$ cat config.mk
export PLATFORM = sky130hd
export DESIGN_NAME = control_sequencer_flat
export DESIGN_NICKNAME = d
export VERILOG_FILES = /design/src/rtl/control_sequencer_if.sv /design/src/rtl/control_sequencer.sv /design/src/flat_wrapper.sv
export SDC_FILE = /design/constraint.sdc
export NUM_CORES = 1
export LEC_CHECK = 0
export ABC_AREA = 1
export CORE_UTILIZATION = 45
export CTS_BUF_LIST = sky130_fd_sc_hd__clkbuf_4
export CTS_CLUSTER_SIZE = 40
export DETAILED_ROUTE_END_ITERATION = 10
export PLACE_DENSITY = 0.88
export SLEW_MARGIN = 20
export SYNTH_ARGS = -nofsm -noshare
export SYNTH_HDL_FRONTEND = slang
export SYNTH_SLANG_ARGS = --single-unit
export TNS_END_PERCENT = 10
$ cat constraint.sdc
create_clock -name clk -period 3.1 [get_ports clk]
set_input_delay 0.31 -clock clk [delete_from_list [all_inputs] [get_ports clk]]
set_output_delay 0.31 -clock clk [all_outputs]
set_load 0.1 [all_outputs]
$ cat src/rtl/control_sequencer_if.sv
`default_nettype none
// +------------------------------------------------------------------------+
// | Interface   : control_sequencer_if                                     |
// | Description : Datapath-facing bundle of the hardwired control unit:    |
// |               status inputs (IR, CON_FF, MemReady, Stop) and all       |
// |               control strobes, ALU op code, Run and MemErr.            |
// | Revision    : 1.0 - initial release                                    |
// +------------------------------------------------------------------------+
interface control_sequencer_if;
  logic        Stop;
  logic [31:0] IR;
  logic        CON_FF;
  logic        MemReady;

  logic        PCout, PCin, IncPC;
  logic        MARin, MDRin, MDRout;
  logic        Read, Write;
  logic        IRin, Yin, Zin;
  logic        Zlowout, ZHighout;
  logic        HIout, LOout, HIin, LOin;
  logic        Cout, InPortout;
  logic        GRA, GRB, GRC, Rin, Rout, BAout;
  logic        CONin;
  logic [4:0]  operation;
  logic        Run;
  logic        MemErr;

  // Sequencer side
  modport master (
    input  Stop, IR, CON_FF, MemReady,
    output PCout, PCin, IncPC, MARin, MDRin, MDRout, Read, Write,
           IRin, Yin, Zin, Zlowout, ZHighout, HIout, LOout, HIin, LOin,
           Cout, InPortout, GRA, GRB, GRC, Rin, Rout, BAout, CONin,
           operation, Run, MemErr
  );

  // Datapath / memory side
  modport slave (
    output Stop, IR, CON_FF, MemReady,
    input  PCout, PCin, IncPC, MARin, MDRin, MDRout, Read, Write,
           IRin, Yin, Zin, Zlowout, ZHighout, HIout, LOout, HIin, LOin,
           Cout, InPortout, GRA, GRB, GRC, Rin, Rout, BAout, CONin,
           operation, Run, MemErr
  );
endinterface
`default_nettype wire

$ cat src/rtl/control_sequencer.sv
`default_nettype none
// +------------------------------------------------------------------------+
// | Module      : control_sequencer                                        |
// | Description : Hardwired control unit. Fetch T0-T2, decode IR[31:27],   |
// |               execute T3-T7, memory wait states with timeout, halt.    |
// |               Optional macro CTRL_MULDIV_EN decodes mul/div.           |
// | Revision    : 1.0 - initial release                                    |
// +------------------------------------------------------------------------+
module control_sequencer #(
  parameter logic [4:0]  OP_ADD = 5'b00011,
  parameter int unsigned MEM_TO = 8
) (
  input wire                  clk,
  input wire                  rst,
  control_sequencer_if.master bus
);

  localparam int CNT_W = (MEM_TO < 2) ? 1 : $clog2(MEM_TO);
  localparam logic [CNT_W-1:0] CNT_LAST = CNT_W'((MEM_TO > 0) ? MEM_TO - 1 : 0);

  // T-states share their step number in the low bits so the execute
  // sequencer can compare against the instruction's final step directly.
  typedef enum logic [3:0] {
    S_T0 = 4'd0, S_T1 = 4'd1, S_T2 = 4'd2, S_T3 = 4'd3,
    S_T4 = 4'd4, S_T5 = 4'd5, S_T6 = 4'd6, S_T7 = 4'd7,
    S_RST = 4'd8, S_HALT = 4'd9
  } state_t;

  typedef enum logic [3:0] {
    C_NOP, C_HALT, C_R, C_I, C_LD, C_ST, C_BR,
    C_JR, C_JAL, C_MFHI, C_MFLO, C_MD
  } cls_t;

  state_t           state, nxt;
  cls_t             cls;
  logic [2:0]       last_step;
  logic [CNT_W-1:0] wait_cnt;
  logic             mem_err, mem_busy, timeout;
  logic             unused_ir;

  assign unused_ir  = ^bus.IR[26:0];
  assign bus.Run    = (state != S_RST) && (state != S_HALT);
  assign bus.MemErr = mem_err;

  // Instruction class and final execute step from the opcode field
  always_comb begin
    cls = C_NOP;
    case (bus.IR[31:27])
      5'b00011, 5'b00100, 5'b00101, 5'b00110: cls = C_R;
      5'b01100, 5'b01101, 5'b01110:           cls = C_I;
      5'b00000: cls = C_LD;
      5'b00010: cls = C_ST;
      5'b10010: cls = C_BR;
      5'b10011: cls = C_JR;
      5'b10100: cls = C_JAL;
      5'b10110: cls = C_MFHI;
      5'b10111: cls = C_MFLO;
      5'b11011: cls = C_HALT;
`ifdef CTRL_MULDIV_EN
      5'b01111, 5'b10000: cls = C_MD;
`endif
      default:  cls = C_NOP;
    endcase
    case (cls)
      C_R, C_I:              last_step = 3'd5;
      C_LD, C_ST:            last_step = 3'd7;
      C_BR, C_MD:            last_step = 3'd6;
      C_JR, C_MFHI, C_MFLO:  last_step = 3'd3;
      C_JAL:                 last_step = 3'd4;
      default:               last_step = 3'd2;
    endcase
  end

  // Moore strobe decode from the state register and the held IR
  always_comb begin
    bus.PCout = 1'b0; bus.PCin = 1'b0; bus.IncPC = 1'b0;
    bus.MARin = 1'b0; bus.MDRin = 1'b0; bus.MDRout = 1'b0;
    bus.Read = 1'b0; bus.Write = 1'b0;
    bus.IRin = 1'b0; bus.Yin = 1'b0; bus.Zin = 1'b0;
    bus.Zlowout = 1'b0; bus.ZHighout = 1'b0;
    bus.HIout = 1'b0; bus.LOout = 1'b0; bus.HIin = 1'b0; bus.LOin = 1'b0;
    bus.Cout = 1'b0; bus.InPortout = 1'b0;
    bus.GRA = 1'b0; bus.GRB = 1'b0; bus.GRC = 1'b0;
    bus.Rin = 1'b0; bus.Rout = 1'b0; bus.BAout = 1'b0; bus.CONin = 1'b0;
    bus.operation = 5'b00000;
    case (state)
      S_T0: begin bus.PCout = 1'b1; bus.MARin = 1'b1; bus.IncPC = 1'b1; bus.Zin = 1'b1; end
      S_T1: begin bus.Zlowout = 1'b1; bus.PCin = 1'b1; bus.Read = 1'b1; bus.MDRin = 1'b1; end
      S_T2: begin bus.MDRout = 1'b1; bus.IRin = 1'b1; end
      S_T3: case (cls)
        C_R, C_I:   begin bus.GRB = 1'b1; bus.Rout = 1'b1; bus.Yin = 1'b1; end
        C_LD, C_ST: begin bus.GRB = 1'b1; bus.BAout = 1'b1; bus.Yin = 1'b1; end
        C_BR:       begin bus.GRA = 1'b1; bus.Rout = 1'b1; bus.CONin = 1'b1; end
        C_JR:       begin bus.GRA = 1'b1; bus.Rout = 1'b1; bus.PCin = 1'b1; end
        C_JAL:      begin bus.PCout = 1'b1; bus.GRB = 1'b1; bus.Rin = 1'b1; end
        C_MFHI:     begin bus.HIout = 1'b1; bus.GRA = 1'b1; bus.Rin = 1'b1; end
        C_MFLO:     begin bus.LOout = 1'b1; bus.GRA = 1'b1; bus.Rin = 1'b1; end
        C_MD:       begin bus.GRA = 1'b1; bus.Rout = 1'b1; bus.Yin = 1'b1; end
        default: ;
      endcase
      S_T4: case (cls)
        C_R:        begin bus.GRC = 1'b1; bus.Rout = 1'b1; bus.Zin = 1'b1; bus.operation = bus.IR[31:27]; end
        C_I:        begin bus.Cout = 1'b1; bus.Zin = 1'b1; bus.operation = bus.IR[31:27]; end
        C_LD, C_ST: begin bus.Cout = 1'b1; bus.Zin = 1'b1; bus.operation = OP_ADD; end
        C_BR:       begin bus.PCout = 1'b1; bus.Yin = 1'b1; end
        C_JAL:      begin bus.GRA = 1'b1; bus.Rout = 1'b1; bus.PCin = 1'b1; end
        C_MD:       begin bus.GRB = 1'b1; bus.Rout = 1'b1; bus.Zin = 1'b1; bus.operation = bus.IR[31:27]; end
        default: ;
      endcase
      S_T5: case (cls)
        C_R, C_I:   begin bus.Zlowout = 1'b1; bus.GRA = 1'b1; bus.Rin = 1'b1; end
        C_LD, C_ST: begin bus.Zlowout = 1'b1; bus.MARin = 1'b1; end
        C_BR:       begin bus.Cout = 1'b1; bus.Zin = 1'b1; bus.operation = OP_ADD; end
`ifdef CTRL_MULDIV_EN
        C_MD:       begin bus.Zlowout = 1'b1; bus.LOin = 1'b1; end
`endif
        default: ;
      endcase
      S_T6: case (cls)
        C_LD:       begin bus.Read = 1'b1; bus.MDRin = 1'b1; end
        C_ST:       begin bus.GRA = 1'b1; bus.Rout = 1'b1; bus.MDRin = 1'b1; end
        C_BR:       begin bus.Zlowout = 1'b1; bus.PCin = bus.CON_FF; end
`ifdef CTRL_MULDIV_EN
        C_MD:       begin bus.ZHighout = 1'b1; bus.HIin = 1'b1; end
`endif
        default: ;
      endcase
      S_T7: case (cls)
        C_LD:       begin bus.MDRout = 1'b1; bus.GRA = 1'b1; bus.Rin = 1'b1; end
        C_ST:       bus.Write = 1'b1;
        default: ;
      endcase
      default: ;
    endcase
  end

  // Next state: memory stall/timeout first, then fetch/execute sequencing
  always_comb begin
    nxt      = state;
    timeout  = 1'b0;
    mem_busy = (bus.Read | bus.Write) & ~bus.MemReady;
    if (mem_busy) begin
      if ((MEM_TO != 0) && (wait_cnt == CNT_LAST)) begin
        nxt     = S_HALT;
        timeout = 1'b1;
      end
    end else begin
      case (state)
        S_RST:      nxt = S_T0;
        S_HALT:     nxt = S_HALT;
        S_T0, S_T1: nxt = state_t'(state + 4'd1);
        S_T2: begin
          if (cls == C_HALT)          nxt = S_HALT;
          else if (last_step == 3'd2) nxt = bus.Stop ? S_HALT : S_T0;
          else                        nxt = S_T3;
        end
        default: begin
          if (state[2:0] == last_step) nxt = bus.Stop ? S_HALT : S_T0;
          else                         nxt = state_t'(state + 4'd1);
        end
      endcase
    end
  end

  // State, wait counter and sticky memory-error flag
  always_ff @(posedge clk or posedge rst) begin
    if (rst) begin
      state    <= S_RST;
      wait_cnt <= '0;
      mem_err  <= 1'b0;
    end else begin
      state <= nxt;
      if (timeout) mem_err <= 1'b1;
      if (mem_busy && !timeout) wait_cnt <= wait_cnt + CNT_W'(1);
      else                      wait_cnt <= '0;
    end
  end

endmodule
`default_nettype wire

$ cat src/flat_wrapper.sv
// flat-port wrapper written by rule: the top's interface ports become plain ports
module control_sequencer_flat 
#(
  parameter logic [4:0]  OP_ADD = 5'b00011,
  parameter int unsigned MEM_TO = 8
)
  (clk, rst, bus_Stop, bus_IR, bus_CON_FF, bus_MemReady, bus_PCout, bus_PCin, bus_IncPC, bus_MARin, bus_MDRin, bus_MDRout, bus_Read, bus_Write, bus_IRin, bus_Yin, bus_Zin, bus_Zlowout, bus_ZHighout, bus_HIout, bus_LOout, bus_HIin, bus_LOin, bus_Cout, bus_InPortout, bus_GRA, bus_GRB, bus_GRC, bus_Rin, bus_Rout, bus_BAout, bus_CONin, bus_operation, bus_Run, bus_MemErr);
  control_sequencer_if bus_i ();
  input wire clk;
  input wire rst;
  input wire logic [$bits(bus_i.Stop)-1:0] bus_Stop;
  input wire logic [$bits(bus_i.IR)-1:0] bus_IR;
  input wire logic [$bits(bus_i.CON_FF)-1:0] bus_CON_FF;
  input wire logic [$bits(bus_i.MemReady)-1:0] bus_MemReady;
  output wire logic [$bits(bus_i.PCout)-1:0] bus_PCout;
  output wire logic [$bits(bus_i.PCin)-1:0] bus_PCin;
  output wire logic [$bits(bus_i.IncPC)-1:0] bus_IncPC;
  output wire logic [$bits(bus_i.MARin)-1:0] bus_MARin;
  output wire logic [$bits(bus_i.MDRin)-1:0] bus_MDRin;
  output wire logic [$bits(bus_i.MDRout)-1:0] bus_MDRout;
  output wire logic [$bits(bus_i.Read)-1:0] bus_Read;
  output wire logic [$bits(bus_i.Write)-1:0] bus_Write;
  output wire logic [$bits(bus_i.IRin)-1:0] bus_IRin;
  output wire logic [$bits(bus_i.Yin)-1:0] bus_Yin;
  output wire logic [$bits(bus_i.Zin)-1:0] bus_Zin;
  output wire logic [$bits(bus_i.Zlowout)-1:0] bus_Zlowout;
  output wire logic [$bits(bus_i.ZHighout)-1:0] bus_ZHighout;
  output wire logic [$bits(bus_i.HIout)-1:0] bus_HIout;
  output wire logic [$bits(bus_i.LOout)-1:0] bus_LOout;
  output wire logic [$bits(bus_i.HIin)-1:0] bus_HIin;
  output wire logic [$bits(bus_i.LOin)-1:0] bus_LOin;
  output wire logic [$bits(bus_i.Cout)-1:0] bus_Cout;
  output wire logic [$bits(bus_i.InPortout)-1:0] bus_InPortout;
  output wire logic [$bits(bus_i.GRA)-1:0] bus_GRA;
  output wire logic [$bits(bus_i.GRB)-1:0] bus_GRB;
  output wire logic [$bits(bus_i.GRC)-1:0] bus_GRC;
  output wire logic [$bits(bus_i.Rin)-1:0] bus_Rin;
  output wire logic [$bits(bus_i.Rout)-1:0] bus_Rout;
  output wire logic [$bits(bus_i.BAout)-1:0] bus_BAout;
  output wire logic [$bits(bus_i.CONin)-1:0] bus_CONin;
  output wire logic [$bits(bus_i.operation)-1:0] bus_operation;
  output wire logic [$bits(bus_i.Run)-1:0] bus_Run;
  output wire logic [$bits(bus_i.MemErr)-1:0] bus_MemErr;
  assign bus_i.Stop = bus_Stop;
  assign bus_i.IR = bus_IR;
  assign bus_i.CON_FF = bus_CON_FF;
  assign bus_i.MemReady = bus_MemReady;
  assign bus_PCout = bus_i.PCout;
  assign bus_PCin = bus_i.PCin;
  assign bus_IncPC = bus_i.IncPC;
  assign bus_MARin = bus_i.MARin;
  assign bus_MDRin = bus_i.MDRin;
  assign bus_MDRout = bus_i.MDRout;
  assign bus_Read = bus_i.Read;
  assign bus_Write = bus_i.Write;
  assign bus_IRin = bus_i.IRin;
  assign bus_Yin = bus_i.Yin;
  assign bus_Zin = bus_i.Zin;
  assign bus_Zlowout = bus_i.Zlowout;
  assign bus_ZHighout = bus_i.ZHighout;
  assign bus_HIout = bus_i.HIout;
  assign bus_LOout = bus_i.LOout;
  assign bus_HIin = bus_i.HIin;
  assign bus_LOin = bus_i.LOin;
  assign bus_Cout = bus_i.Cout;
  assign bus_InPortout = bus_i.InPortout;
  assign bus_GRA = bus_i.GRA;
  assign bus_GRB = bus_i.GRB;
  assign bus_GRC = bus_i.GRC;
  assign bus_Rin = bus_i.Rin;
  assign bus_Rout = bus_i.Rout;
  assign bus_BAout = bus_i.BAout;
  assign bus_CONin = bus_i.CONin;
  assign bus_operation = bus_i.operation;
  assign bus_Run = bus_i.Run;
  assign bus_MemErr = bus_i.MemErr;
  control_sequencer #(.OP_ADD(OP_ADD), .MEM_TO(MEM_TO)) u_core (.clk(clk), .rst(rst), .bus(bus_i));
endmodule
Fig. 1: congestion heat map
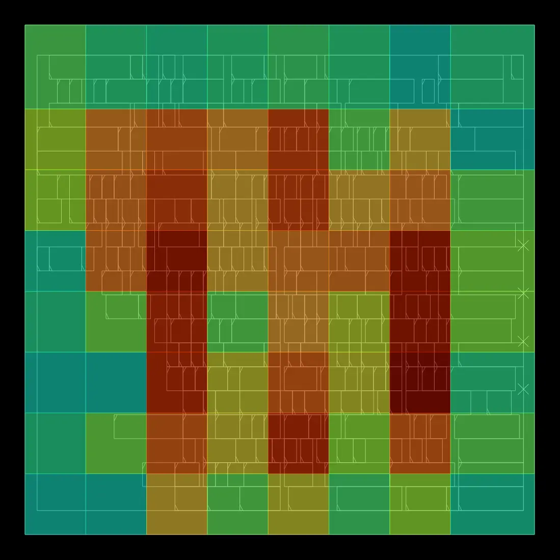
gr usage total: 24.7%
routing usage on met2: 48.3%
met1 GRT Util: 27.0%

Fig. 2: wiring heat map
The die is cut into 12 by 12 equal tiles; dark blue is low, red is high, scaled to the fullest tile. Values are wire area over tile area, all layers added.
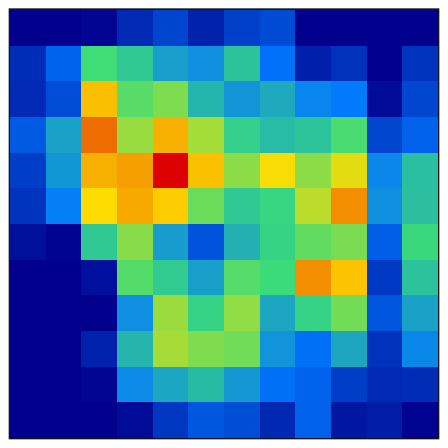
mean over tiles: 0.20
emptiest ninth of the die: bottom left
nearly empty tiles: 16%
DRT Wirelength: 4.08 mm
vias after detailed routing: 1715
DR WL/cell: 12.8 um

Fig. 3: metal 1
The bar under the picture is 20 um long. Supply wires on this layer in gray.
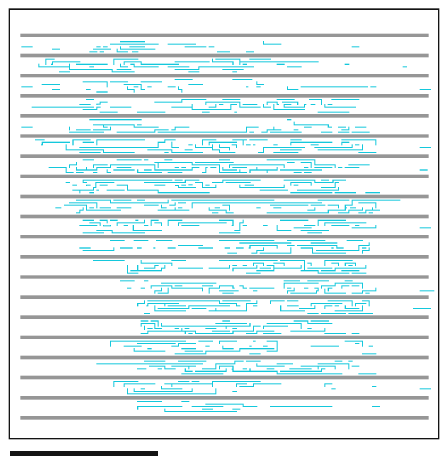
share of all routed wire: 39%
longest straight run: 17.5 um
main direction: horizontal
nets with wire on the layer: 267
wire length on this layer: 1600 um

Fig. 4: M3 wires
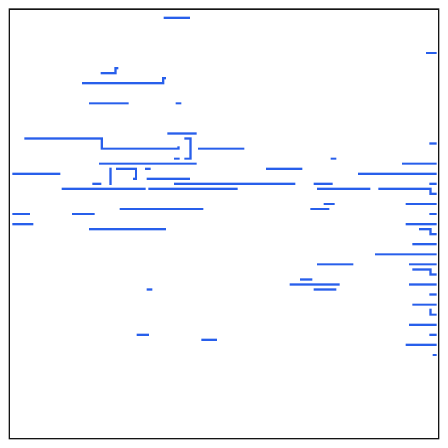
nets with wire on the layer: 52
longest straight run: 16.1 um

Fig. 5: M2 wires
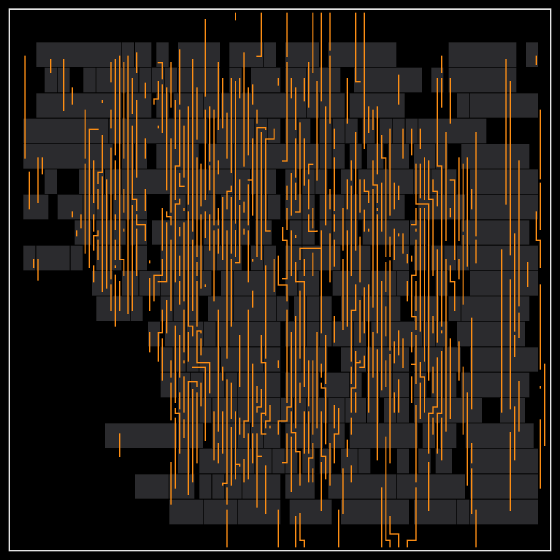
wire length on this layer: 2170 um
longest straight run: 27.5 um
nets with wire on the layer: 265
share of all routed wire: 53%

==> results.tsv <==
metric	value	unit
mean post-synth cell area	5.82	um2
uppermost layer routed	met4	
CTS root buf	clkbuf_4	
Routed Antenna Nets	0	
failing checks	design-rule violations	
# fillers	200	
Die Wd	57.8	um
clock network area share	1.39	%
clock share of power	5.1	%
worst setup margin	32.7	ps
Area growth syn-to-layout	54.3	%
gpl congestion	0.930	
WHS	278	ps
P_seq	0.000186	W
clock buffers	4	
Hold Crit Class	input port to asynchronous set/reset pin	
post-synth top area cell	nand2_1	
P_clk	0.0000956	W
count of library flops with an enable pin	0	
critical path depth	12	
cell mode on critical path	inv_2	
dpl cells	313	
Final min period	3070	ps
CTS clock-pin slew for the worst setup and hold paths	60	ps
flop count	8	
Synth cell types	32	
status	complete, but fails checks	
Hold Violations, Final	0	
Power per Cell Area	868	mW/mm2
Top Usage Layer GRT	met2	
cells after synthesis	241	
Sequential cell area	201	um2
Well-Tap Cells	31	
die span in y	57.8	um
fin area	0.00216	mm2
CTS Buffer Depth	2	
Bufs and invs on worst path	5	
Comb power	0.00160	W
Log Warnings	63	
floorplan utilization	49.2	%
Reg2Reg Depth	11	
inverters	46	
antenna violations before repair	0	
via/cell ratio	5.38	
DRC Markers	4	
switch share	64.0	%
Final period util	98.9	%
crit path capture type	output pin	
Net Sw Power	0.00120	W
Pwr top	combinational cells	
Tot Pwr	0.00188	W
Final Instance Count excl. Fillers	319	
diode count	0	
Power is estimated from default activity; no workload was simulated.
